<file path="src/rtl/rr_arb_pkg.sv">
// Shared types and helpers for the round-robin burst arbiter.
package rr_arb_pkg;

  typedef enum logic [1:0] {
    IDLE    = 2'd0,
    GRANT   = 2'd1,
    HOLDOFF = 2'd2
  } arb_state_e;

  // One-hot decode; callers slice the low n bits (n <= 16).
  function automatic logic [15:0] onehot(input int unsigned idx, input int unsigned n);
    logic [15:0] r;
    r = '0;
    if (idx < n) r = 16'(1) << idx;
    return r;
  endfunction

endpackage

</file>
<file path="src/rtl/rr_pick.sv">
// Combinational round-robin search: first asserted req at or after ptr, wrapping modulo N.
module rr_pick #(
  parameter int N = 4
) (
  input  logic [N-1:0]         req,
  input  logic [$clog2(N)-1:0] ptr,
  output logic [$clog2(N)-1:0] idx,
  output logic                 any
);

  localparam int IW = $clog2(N);

  int unsigned k;

  // Scan from the farthest candidate back towards ptr so the closest hit wins last.
  always_comb begin
    idx = '0;
    any = 1'b0;
    k   = 0;
    for (int unsigned i = 0; i < N; i++) begin
      k = (int'(ptr) + (N - 1 - i)) % N;
      if (req[k]) begin
        idx = IW'(k);
        any = 1'b1;
      end
    end
  end

endmodule

</file>
<file path="src/rtl/rr_burst_arbiter.sv">
// Round-robin arbiter with per-ownership burst cap and a turnaround dead time.
module rr_burst_arbiter
  import rr_arb_pkg::*;
#(
  parameter int N          = 4,
  parameter int MAX_BURST  = 8,
  parameter int TURNAROUND = 1
) (
  input  logic                 clk,
  input  logic                 rstn,
  input  logic [N-1:0]         req,
  output logic [N-1:0]         grant,
  output logic                 grant_vld,
  output logic [$clog2(N)-1:0] grant_id,
  output logic                 expired
);

  localparam int IW = $clog2(N);
  localparam int BW = $clog2(MAX_BURST + 1);
  localparam int HW = (TURNAROUND > 0) ? $clog2(TURNAROUND + 1) : 1;

  arb_state_e    state, state_n;
  logic [IW-1:0] owner, owner_n;
  logic [IW-1:0] ptr, ptr_n;
  logic [BW-1:0] burst_cnt, burst_n;
  logic [HW-1:0] hold_cnt, hold_n;
  logic          exp_n;
  logic [IW-1:0] pick_idx;
  logic          pick_any;
  logic          release_c;
  logic [15:0]   oh_n;

  rr_pick #(.N(N)) u_pick (
    .req (req),
    .ptr (ptr),
    .idx (pick_idx),
    .any (pick_any)
  );

  always_comb begin
    state_n   = state;
    owner_n   = owner;
    ptr_n     = ptr;
    burst_n   = burst_cnt;
    hold_n    = hold_cnt;
    exp_n     = 1'b0;
    release_c = 1'b0;
    case (state)
      IDLE: begin
        if (pick_any) begin
          owner_n = pick_idx;
          burst_n = BW'(1);
          state_n = GRANT;
        end
      end
      GRANT: begin
        release_c = !req[owner] || (burst_cnt == BW'(MAX_BURST));
        if (release_c) begin
          ptr_n   = (owner == IW'(N - 1)) ? '0 : owner + 1'b1;
          burst_n = '0;
          exp_n   = req[owner];
          if (TURNAROUND == 0) begin
            state_n = IDLE;
          end else begin
            state_n = HOLDOFF;
            hold_n  = HW'(TURNAROUND - 1);
          end
        end else begin
          burst_n = burst_cnt + 1'b1;
        end
      end
      HOLDOFF: begin
        if (hold_cnt == '0) state_n = IDLE;
        else                hold_n  = hold_cnt - 1'b1;
      end
      default: state_n = IDLE;
    endcase
  end

  // Outputs are registered from the next-state values so they stay Moore-timed.
  always_comb oh_n = onehot(int'(owner_n), N);

  always_ff @(posedge clk) begin
    if (!rstn) begin
      state     <= IDLE;
      owner     <= '0;
      ptr       <= '0;
      burst_cnt <= '0;
      hold_cnt  <= '0;
      grant     <= '0;
      grant_vld <= 1'b0;
      grant_id  <= '0;
      expired   <= 1'b0;
    end else begin
      state     <= state_n;
      owner     <= owner_n;
      ptr       <= ptr_n;
      burst_cnt <= burst_n;
      hold_cnt  <= hold_n;
      grant     <= (state_n == GRANT) ? oh_n[N-1:0] : '0;
      grant_vld <= (state_n == GRANT);
      grant_id  <= (state_n == GRANT) ? owner_n : '0;
      expired   <= exp_n;
    end
  end

endmodule

</file>
<file path="config.mk">
export PLATFORM = sky130hd
export DESIGN_NAME = rr_burst_arbiter
export DESIGN_NICKNAME = d
export VERILOG_FILES = /design/src/rtl/rr_arb_pkg.sv /design/src/rtl/rr_pick.sv /design/src/rtl/rr_burst_arbiter.sv
export SDC_FILE = /design/constraint.sdc
export NUM_CORES = 1
export LEC_CHECK = 0
export CORE_MARGIN = 2
export CORE_UTILIZATION = 45
export DETAILED_ROUTE_END_ITERATION = 12
export GPL_TIMING_DRIVEN = 0
export PLACE_DENSITY = 0.68
export RECOVER_POWER = 100
export SYNTH_ARGS = -nofsm -noshare
export SYNTH_HDL_FRONTEND = slang
export SYNTH_SLANG_ARGS = --single-unit
</file>
<file path="constraint.sdc">
create_clock -name clk -period 2 [get_ports clk]
set_clock_uncertainty 0.05 [all_clocks]
set_input_delay 0.5 -clock clk [delete_from_list [all_inputs] [get_ports clk]]
set_output_delay 0.5 -clock clk [all_outputs]
set_load 0.02 [all_outputs]
</file>
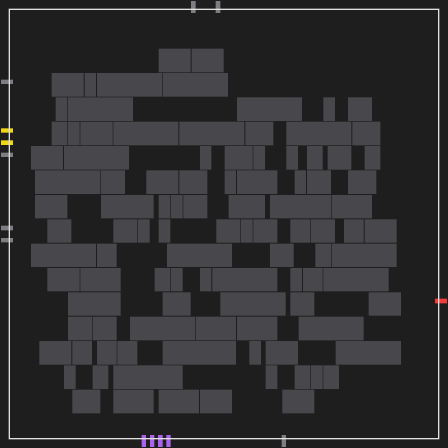
run_1/io_placement.png
Pins as bars across the die edge, other pins in gray.
[`expired`] red | pins: 1 | direction: output | edge: east
[`req`] purple | pins: 4 | direction: input | edge: south
[`grant_id`] yellow | pins: 2 | direction: output | edge: west
all pins by edge: 6 west, 5 south, 2 north, 1 east
I/O Buffers: 13
Die Wd: 47.8 um
Die H: 47.8 um

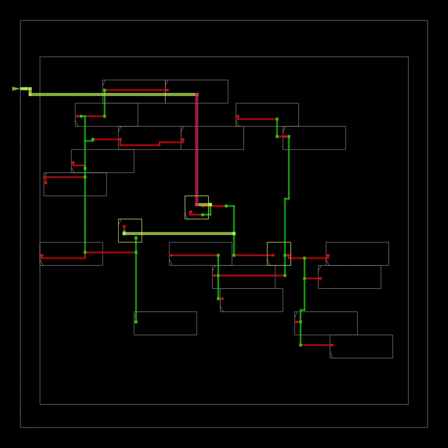
run_1/clocks.png
Clock net power: 0.000170 W
FFs & Latches: 18

==> deck_impl_summary.md, run 1 <==
Synthesis and Place & Route Summary

Synth
  – Yosys cell types: 37
  – Most frequent cell after synthesis: dfxtp_1
  – Top cells by area: dfxtp_1 42%, ha_1 4.3%, nor2_1 4.3%, nor2b_1 2.9%, inv_1 2.6%
  – Main synth FF type: dfxtp_1
  – Top cells by instance count after synthesis: 18 x dfxtp_1, 10 x nor2_1, 6 x inv_1
  – Seq share, synth: 41.7%
  – Yosys cell count: 86

Critical path
  – Worst Path Max Fanout: 7
  – CP max-delay cell: mux4_2
  – R2R Setup Slk: 350 ps
  – Critical Path RT: 2120 ps
  – Element type at the critical path end: register

STA
  – Min cycle time layout: 1930 ps
  – Hold Slack: 447 ps
  – Slew @ Worst Pin: 355 ps
  – Max transition margin: 76.2%

Route
  – DRC Markers: 0
  – Final WL: 1.58 mm
  – DR vias: 674
  – Vias per cell: 5.31
  – Initial drt markers: 13
  – Wire per inst: 12.4 um

Placement
  – Final RePlAce weighted congestion: 0.775
  – Inst Count DP: 124

CTS
  – CTS Sinks: 18
  – Clock root buffer: clkbuf_4
  – Worst-path clk slew: 90 ps
  – Late-Pin Clk Latency: 280 ps
  – H-tree depth: 1

Final layout
  – Final Non-Filler Cells: 127

Floorplan
  – IO Count: 14
  – Die Size: 2280 um2

Power
  – Leak: 0.447 nW
  – PD cells: 706 nW/um2

GRT
  – GRT overflow: 0

Run status
  – Outcome: finished clean

Flow run
  – Count of tool warnings: 27
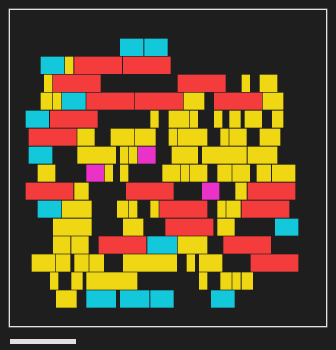
run_1/placement_by_type.png
Scale bar: 10 um.
[clock drivers] magenta | cells: 3
[remaining buffers and delay cells] cyan | cells: 13
[combinational and other logic] yellow | cells: 68
[sequential cells] red | cells: 18
Rows: 15
fin util: 59.8%

[run 1: placed cells by master (no fill, tap or decap), drive strengths merged, types with 2 or more instances in the layout]
cell,instances
nor3b,2
dlygate4sd3,8
mux2i,2
o31a,2
dlymetal6s2s,3
nor3,3
and3,2
and2,2
clkdlybuf4s50,2
clkbuf,3
ha,3
nor2b,4
o21bai,2
a21boi,2
a21o,2
inv,6
nand2,5
dfxtp,18
o21ai,4
nor2,10
[run 1: state kept, by name, indices dropped and copies added, names as in the netlist]
signal	count
burst_cnt	4
grant	4
grant_id	2
owner	2
ptr	2
state	2
expired	1
grant_vld	1
[run 1: worst max-delay path, delay by kind of cell]
kind / cells / cell delay [ps]
mux: 1 / 560
buf+inv: 1 / 490
compound gates: 1 / 200
simple gates: 2 / 300
[run 1: metal layers]
metal | share of wire, % | wire length (um) | track usage (%) | vias up
met1 | 49 | 779 | 23.7 | 313
met3 | 4.9 | 77 | 6.04 | 2
met4 | 0.76 | 12 | 4.86 | 0
li1 | - | - | - | 342
met2 | 45 | 710 | 24.8 | 17
met5 | 0 | 0 | 0 | -
[run 1: through the flow]
step	total power, W	cell area (um2)	TNS [ps]
finish	0.000745	1050	0
global route	0.000791	1050	0
CTS	0.000760	1050	0
detailed placement	0.000589	1020	-3550
global placement	0.000586	1020	-3320
floorplan	0.000525	863	0
[run 1: layout make-up]
type | count | area [um2]
fillers | 167 | 709
multi-input cells | 62 | 480
flip-flops and latches | 18 | 360
repair buffers | 13 | 138
well taps | 25 | 31.3
clock buffers | 3 | 22.5
inverters | 6 | 22.5
[run 1: worst max path at each step]
stage,startpoint,to,cells after the start
3_5_place_dp,req[1],grant[2],5
5_1_grt,req[2],ptr[0],5
2_1_floorplan,req[3],grant[3],4
6_report,req[2],grant[2],5
4_1_cts,req[1],grant[3],5
3_3_place_gp,req[3],grant[3],5
[run 1: repair_timing]
| action | CTS | global route |
|---|---|---|
| endpoints found under the setup margin | 0 | 9 |
| gates resized | 0 | 3 |
| endpoints found under the hold margin | 0 | 0 |
| setup buffers | 0 | 0 |
[run 1: report_power, final]
part           internal [W]  total [W]  switching [W]
clock network     0.0000699   0.000170       0.000100
logic             0.0000780   0.000168      0.0000904
registers          0.000385   0.000406      0.0000215
[run 1: cell families (layout without fill, tap and decap cells)]
group,count (synthesis),in the layout,synth area share (%)
AND/OR/NAND/NOR,37,37,26.2
AND-OR/OR-AND,19,19,20.1
flip-flops,18,18,41.7
buffers and inverters,6,22,2.61
adder cells (fa/ha/maj),3,3,4.35
multiplexers,3,3,4.93
## Run 2: what changed since run 1
--- a/config.mk
+++ b/config.mk
@@ -11,6 +11,7 @@
 export GPL_TIMING_DRIVEN = 0
 export PLACE_DENSITY = 0.68
 export RECOVER_POWER = 100
+export REMOVE_ABC_BUFFERS = 1
 export SYNTH_ARGS = -nofsm -noshare
 export SYNTH_HDL_FRONTEND = slang
 export SYNTH_SLANG_ARGS = --single-unit
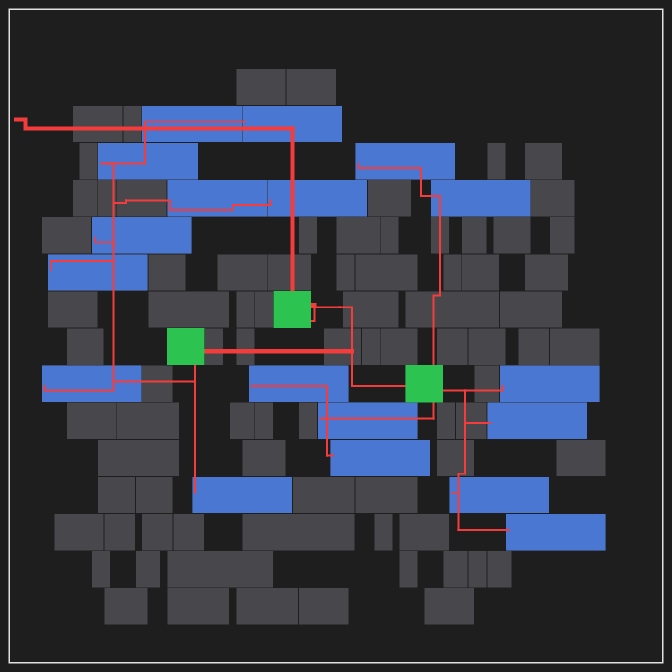
run_2/clk_routes.png
[clock drivers] green | count: 3
[clock wires] red | length: 207 um
[flip-flops] blue | count: 18
routed clock nets: 4

==> run 2 against run 1 <==
Sequential power about the same; largest power group unchanged; sequential share of layout area unchanged; non-clock buffer count unchanged; synthesized cell count unchanged; critical path depth unchanged; clock power about the same; global-route usage unchanged.
==> deck_impl_summary.md, run 2 <==
Synthesis and Place & Route Summary

Run status
  – Outcome: finished clean

Synth
  – Most frequent cell after synthesis: dfxtp_1
  – Main synth FF type: dfxtp_1
  – Yosys cell types: 37
  – Seq share, synth: 41.7%

CTS
  – Worst-path clk slew: 90 ps
  – Late-Pin Clk Latency: 280 ps
  – Clock root buffer: clkbuf_4
  – CTS Sinks: 18
  – Setup bufs post-CTS: 0
  – H-tree depth: 1

GRT
  – GRT overflow: 0

Placement
  – I/O Buffers: 13

Route
  – DR vias: 674
  – Vias per cell: 5.31

Floorplan
  – Die Size: 2280 um2
  – IO Count: 14
  – Rows: 15
  – Die Wd: 47.8 um

Critical path
  – R2R Setup Slk: 350 ps
  – Element type at the critical path end: register

Final layout
  – Fin util: 59.8%
  – Most numerous logic cells after layout: 18 x dfxtp_1, 10 x nor2_1, 8 x dlygate4sd3_1

STA
  – Hold Slack: 447 ps
  – Min cycle time layout: 1930 ps
  – Slew @ Worst Pin: 355 ps
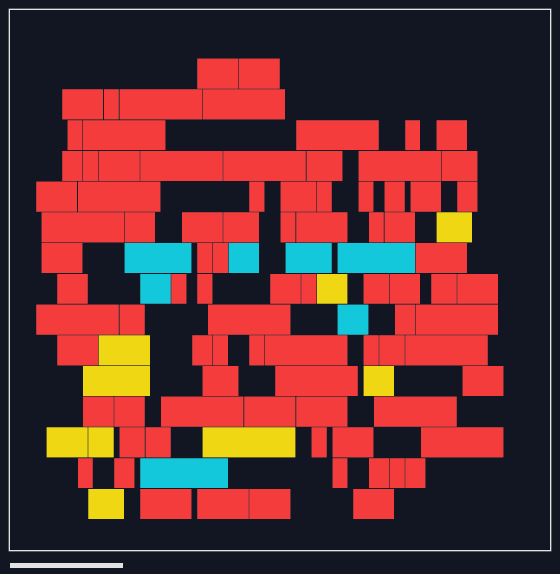
run_2/sizes.png
Scale bar: 10 um.
[_3 and _4 cells] cyan | cells: 7
[_0 and _1 cells] red | cells: 86
[_2 cells] yellow | cells: 9

## run 2: cell counts after synthesis
Identical to the previous run, type by type.
## run 2: logic make-up after synthesis
| kind of cell | after synthesis | share of synthesized area [%] |
|---|---|---|
| compound gates | 19 | 20.1 |
| fa+ha+maj | 3 | 4.35 |
| buf+inv | 6 | 2.61 |
| flops | 18 | 41.7 |
| mux | 3 | 4.93 |
| simple gates | 37 | 26.2 |
## run 2: worst max path at each step
stage           start  endpoint  slack (ps)
2_1_floorplan  req[3]  grant[3]         340
3_3_place_gp   req[3]  grant[3]        -290
3_5_place_dp   req[1]  grant[2]        -310
4_1_cts        req[1]  grant[3]           3
5_1_grt        req[2]    ptr[0]          10
6_report       req[2]  grant[2]          70
## run 2: report_power, final
group	switching (W)	internal [W]	total, W
Sequential	0.0000215	0.000385	0.000406
Combinational	0.0000904	0.0000780	0.000168
Clock	0.000100	0.0000699	0.000170
Total	0.000212	0.000533	0.000745
## run 2: worst max-delay path, cell delays in order
cell,delay [ps]
clkdlybuf4s50_1,490
mux4_2,560
and3_4,220
o21ai_4,200
nor3b_1,80
## run 2: stage by stage
stage | power, W | cell area (um2) | worst slack, ps | setup TNS [ps]
floorplan | 0.000525 | 863 | 344 | 0
global placement | 0.000586 | 1020 | -293 | -3320
detailed placement | 0.000589 | 1020 | -306 | -3550
CTS | 0.000760 | 1050 | 2.76 | 0
global route | 0.000791 | 1050 | 13.6 | 0
finish | 0.000745 | 1050 | 69.2 | 0
## run 2: layer usage
metal,GRT usage (%),part of all wire (%)
met2,24.8,45
met5,0,0
met3,6.04,4.9
met1,23.7,49
met4,4.86,0.76
## run 2: layout make-up
type | count | area [um2] | share of cell area [%]
multi-input combinational | 62 | 480 | 45.6
sequential | 18 | 360 | 34.2
timing repair buffer | 13 | 138 | 13.0
tap | 25 | 31.3 | 2.97
clock buffer | 3 | 22.5 | 2.14
inverter | 6 | 22.5 | 2.14
Power is estimated from default activity; no workload was simulated.
